<file path="src/rtl/id_ex_stage_reg.sv">
// id_ex_stage_reg: ID/EX pipeline register with load-use and redirect hazard control.
// Optional performance counters are enabled by defining ID_EX_PERF_EN.
module id_ex_stage_reg #(
    parameter int XLEN = 32
) (
    input  logic            clk,
    input  logic            reset,
    input  logic            id_valid,
    input  logic [15:0]     id_ctrl,
    input  logic [XLEN-1:0] id_pc,
    input  logic [XLEN-1:0] id_rd1,
    input  logic [XLEN-1:0] id_rd2,
    input  logic [XLEN-1:0] id_imm,
    input  logic [4:0]      id_rs1,
    input  logic [4:0]      id_rs2,
    input  logic [4:0]      id_rd,
    input  logic            branch_decision,
    input  logic            ex_hold,
    output logic            ex_valid,
    output logic [15:0]     ex_ctrl,
    output logic [XLEN-1:0] ex_pc,
    output logic [XLEN-1:0] ex_rd1,
    output logic [XLEN-1:0] ex_rd2,
    output logic [XLEN-1:0] ex_imm,
    output logic [4:0]      ex_rs1,
    output logic [4:0]      ex_rs2,
    output logic [4:0]      ex_rd,
    output logic            pc_src,
    output logic            stall_f,
    output logic            stall_d,
`ifdef ID_EX_PERF_EN
    output logic [31:0]     perf_bubbles,
    output logic [31:0]     perf_flushes,
`endif
    output logic            flush_d
);

    typedef struct packed {
        logic            valid;
        logic [15:0]     ctrl;
        logic [XLEN-1:0] pc;
        logic [XLEN-1:0] rd1;
        logic [XLEN-1:0] rd2;
        logic [XLEN-1:0] imm;
        logic [4:0]      rs1;
        logic [4:0]      rs2;
        logic [4:0]      rd;
    } id_ex_t;

    id_ex_t ex_d, ex_q, id_pkt;
    logic   load_use, redirect;

    always_comb begin
        id_pkt.valid = id_valid;
        id_pkt.ctrl  = id_ctrl & 16'hFFFE;
        id_pkt.pc    = id_pc;
        id_pkt.rd1   = id_rd1;
        id_pkt.rd2   = id_rd2;
        id_pkt.imm   = id_imm;
        id_pkt.rs1   = id_rs1;
        id_pkt.rs2   = id_rs2;
        id_pkt.rd    = id_rd;
    end

    assign load_use = ex_q.valid & ex_q.ctrl[1]
                    & (ex_q.rd != 5'd0) & id_valid
                    & ((ex_q.rd == id_rs1) | (ex_q.rd == id_rs2));

    assign redirect = ex_q.valid
                    & ((ex_q.ctrl[12] & branch_decision) | ex_q.ctrl[11]);

    // Redirect beats load_use: the stalled ID instruction is wrong-path anyway.
    always_comb begin
        ex_d    = ex_q;
        pc_src  = 1'b0;
        stall_f = 1'b0;
        stall_d = 1'b0;
        flush_d = 1'b0;
        if (reset) begin
            ex_d = '0;
        end else if (ex_hold) begin
            stall_f = 1'b1;
            stall_d = 1'b1;
        end else if (redirect) begin
            pc_src  = 1'b1;
            flush_d = 1'b1;
            ex_d    = '0;
        end else if (load_use) begin
            stall_f = 1'b1;
            stall_d = 1'b1;
            ex_d    = '0;
        end else begin
            ex_d = id_valid ? id_pkt : '0;
        end
    end

    always_ff @(posedge clk) begin
        if (reset) ex_q <= '0;
        else       ex_q <= ex_d;
    end

    assign ex_valid = ex_q.valid;
    assign ex_ctrl  = ex_q.ctrl;
    assign ex_pc    = ex_q.pc;
    assign ex_rd1   = ex_q.rd1;
    assign ex_rd2   = ex_q.rd2;
    assign ex_imm   = ex_q.imm;
    assign ex_rs1   = ex_q.rs1;
    assign ex_rs2   = ex_q.rs2;
    assign ex_rd    = ex_q.rd;

`ifdef ID_EX_PERF_EN
    logic [31:0] bub_d, bub_q, fl_d, fl_q;

    always_comb begin
        bub_d = bub_q;
        fl_d  = fl_q;
        if (!ex_hold && redirect && fl_q != '1)
            fl_d = fl_q + 32'd1;
        if (!ex_hold && load_use && bub_q != '1)
            bub_d = bub_q + 32'd1;
    end

    always_ff @(posedge clk) begin
        if (reset) begin
            bub_q <= '0;
            fl_q  <= '0;
        end else begin
            bub_q <= bub_d;
            fl_q  <= fl_d;
        end
    end

    assign perf_bubbles = bub_q;
    assign perf_flushes = fl_q;
`endif

endmodule

</file>
<file path="config.mk">
export PLATFORM = sky130hd
export DESIGN_NAME = id_ex_stage_reg
export DESIGN_NICKNAME = d
export VERILOG_FILES = /design/src/rtl/id_ex_stage_reg.sv
export SDC_FILE = /design/constraint.sdc
export NUM_CORES = 1
export LEC_CHECK = 0
export CORE_AREA = 2 2 150 152
export DETAILED_ROUTE_END_ITERATION = 16
export DIE_AREA = 0 0 152 154
export PLACE_DENSITY = 0.77
export RECOVER_POWER = 25
export REMOVE_ABC_BUFFERS = 1
export SYNTH_ARGS = -nofsm -noshare
export SYNTH_HDL_FRONTEND = slang
export SYNTH_SLANG_ARGS = --single-unit
</file>
<file path="constraint.sdc">
create_clock -name clk -period 1.9 [get_ports clk]
set_clock_uncertainty 0.05 [all_clocks]
set_input_delay 0.38 -clock clk [delete_from_list [all_inputs] [get_ports clk]]
set_output_delay 0.38 -clock clk [all_outputs]
set_load 0.03 [all_outputs]
</file>
==> run_1/placed.png <==
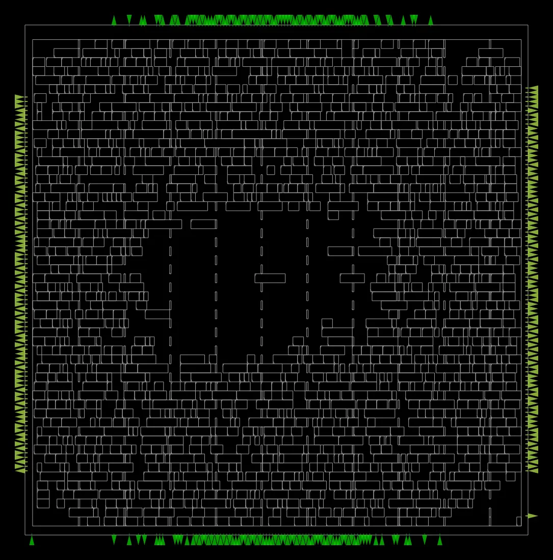
flop share of the area: 24.14%
non-filler cells, final: 1677

==> run_1/sizing.png <==
Scale: 2 px per um.
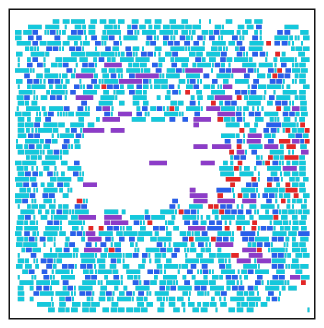
Red is x3 and x4, cells 54, share 3.9%, most used buf_4. Cyan is x1 and smaller, cells 1000, share 72%, most used clkdlybuf4s50_1. Blue is x2, cells 293, share 21%, most used a31o_2. Purple is x6 and larger, cells 50, share 3.6%, most used buf_12.

==> results.txt, run 1 <==
Observations from the implementation run.

Global routing:
- The run puts the wire length of the first global-routing pass at roughly 42000 um.

Layout:
- Fill cells in the final layout number 1960.
- The run gives the buffer share of cell area as 29.30%.
- The fraction of cell area in multi-input combinational cells is reported as between 30% and 40%.

Clocking:
- The run puts the CTS buffer count at 17.
- The run puts the post-CTS setup buffer count at 1.

Synth:
- Of the total synthesized cell area, the portion taken by AND-OR and OR-AND cells is 32.00%.
- The synthesis run shows the most used standard cells to be sky130_fd_sc_hd__a31o_2 (286), sky130_fd_sc_hd__nand2_1 (161), sky130_fd_sc_hd__dfxtp_1 (159).
- The run gives the prevailing post-synth register cell as sky130_fd_sc_hd__dfxtp_1.

Drt:
- The iteration count recorded for the first detailed-route pass is 4.
- The run puts the met1 wire length at 11660 um.
- The run gives the average routed wire per standard cell as 15.98 um.

Final timing:
- Per the final timing report, the hold violations number 0.
- The run gives the clock period minus final worst setup slack as 2308 ps.
- Once routing completed, OpenROAD measured the worst setup slack at -408.0 ps.
- For this run, the top clock speed supported by timing is about 430 MHz.
- The run puts the final setup violation count at between 100 and 150.

Power:
- After layout, the design draws a total of slightly below 10 mW.
- The run gives the power density normalized to cell area as 739.1 nW/um^2.
- The run gives the clock group share of total power as 34.8%.

Run status:
- The checks that failed: negative setup slack.
- The run finished, with violations left.

Setup path:
- The run gives the source of the worst register-to-register timing path as ex_rd[3].
- Walking the worst path, the cells encountered are or4_4 > o211ai_4 > or4b_4 > o22ai_4 > buf_6.
- The run puts the largest fanout on the critical path at 2.

Placement:
- The run puts the placer congestion estimate at 0.7669.
- The run gives the number of buffers inserted by port buffering as roughly 330.

Hold path:
- The run gives the classification of the worst-slack hold path as input pin to register.
- The run gives the hold-critical path depth as 4.
==> run_1/m1.png <==
Scale: 4 px per um. Supply wires on this layer in gray.
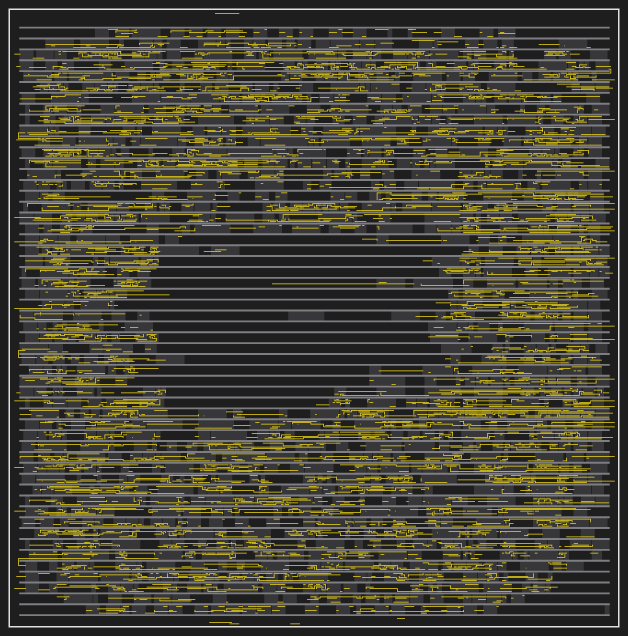
The wires run mostly horizontal. 1375 nets have wire on it. The layer holds 44% of the routed length. The layer carries 11700 um of wire. The longest straight run is 36.8 um.
met1 demand-to-capacity share in global routing: 28.04%
vias: 8872
sum of routed wire length over all layers: 26800 um

==> run_1/port_trees.png <==
Scale: 2 px per um.
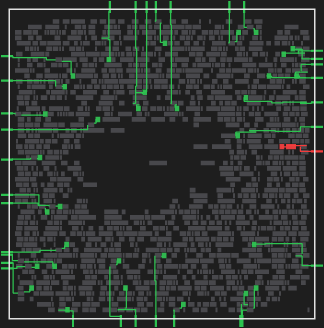
Green is id_rd2, bits 32, direction input, edge 11 left, 7 bottom, 7 top, 7 right, end cells 32, wire 841 um. Red is id_valid, bits 1, direction input, edge right, end cells 2, wire 21.0 um.

## Run 2: what changed since run 1
Settings changed: CTS_CLUSTER_SIZE set to 16.
==> run_2/util_map.png <==
Scale: 2 px per um. The die is cut into 15 by 15 equal tiles; dark blue is low, red is high, 0 to 100% covered.
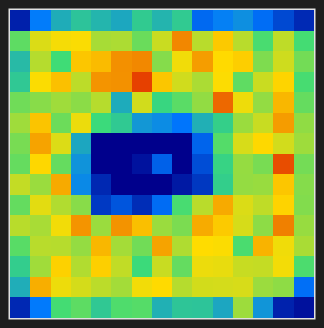
18% of the tiles are over 75% full. The emptiest ninth of the die: middle. The mean over all tiles is 55%. 4.9% of the tiles are nearly empty.

==> run_2/port_trees.png <==
Scale: 2 px per um.
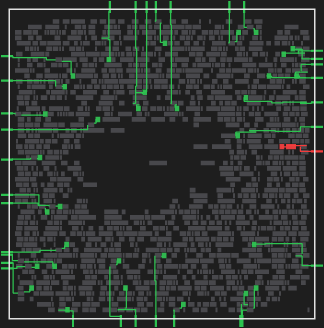
Red is id_valid, bits 1, direction input, edge right, end cells 2, wire 21.0 um. Green is id_rd2, bits 32, direction input, edge 11 left, 7 bottom, 7 top, 7 right, end cells 32, wire 841 um.

==> results.txt, run 2 <==
Observations from the implementation run.

Final timing:
- The run gives the final setup violation count as 130.
- The routed design could run at a clock period as short as 2308 ps.
- In this build the clock could be raised as far as 433.3 MHz.
- The run puts the post-route worst setup slack at -408.0 ps.

Layout:
- The layout has 1960 filler cells.
- The layout report gives the register share of total cell area as 24.14%.
- The run gives the proportion of cell area occupied by multi-input gates as 39.47%.
- The run gives the final instance count without filler cells as 1677.

Global routing:
- The run gives the wire length of the first global-routing pass as 42280 um.
- The run puts the fraction of met1 tracks used by global routing at 28.04%.

Drt:
- The run puts the average routed wire per standard cell at 15.98 um.
- The run gives the met1 wire length as 11660 um.
- The detailed router reported a total wirelength of 26800 um.
- The run puts the detailed-route via count at 8872.

Run status:
- The final reports fail on negative setup slack.
- The flow ran to the end, but the final reports show violations.

Hold path:
- The run gives the classification of the worst-slack hold path as input pin to register.

Setup path:
- Per STA, the worst path is made up of or4_4 > o211ai_4 > or4b_4 > o22ai_4 > buf_6.

Power:
- The run gives the clock group share of total power as a little over a third.
- The design draws 9.761 mW.

Synth:
- The run gives the prevailing post-synth register cell as sky130_fd_sc_hd__dfxtp_1.
- The run puts the aoi/oai-family share of the synthesized area at 32.00%.

Placement:
- After its last routability iteration, the placer logged a weighted congestion of 0.7669.

Clocking:
- The run puts the post-CTS setup buffer count at 1.
No activity file was given, so power comes from the tool's default toggle rates.
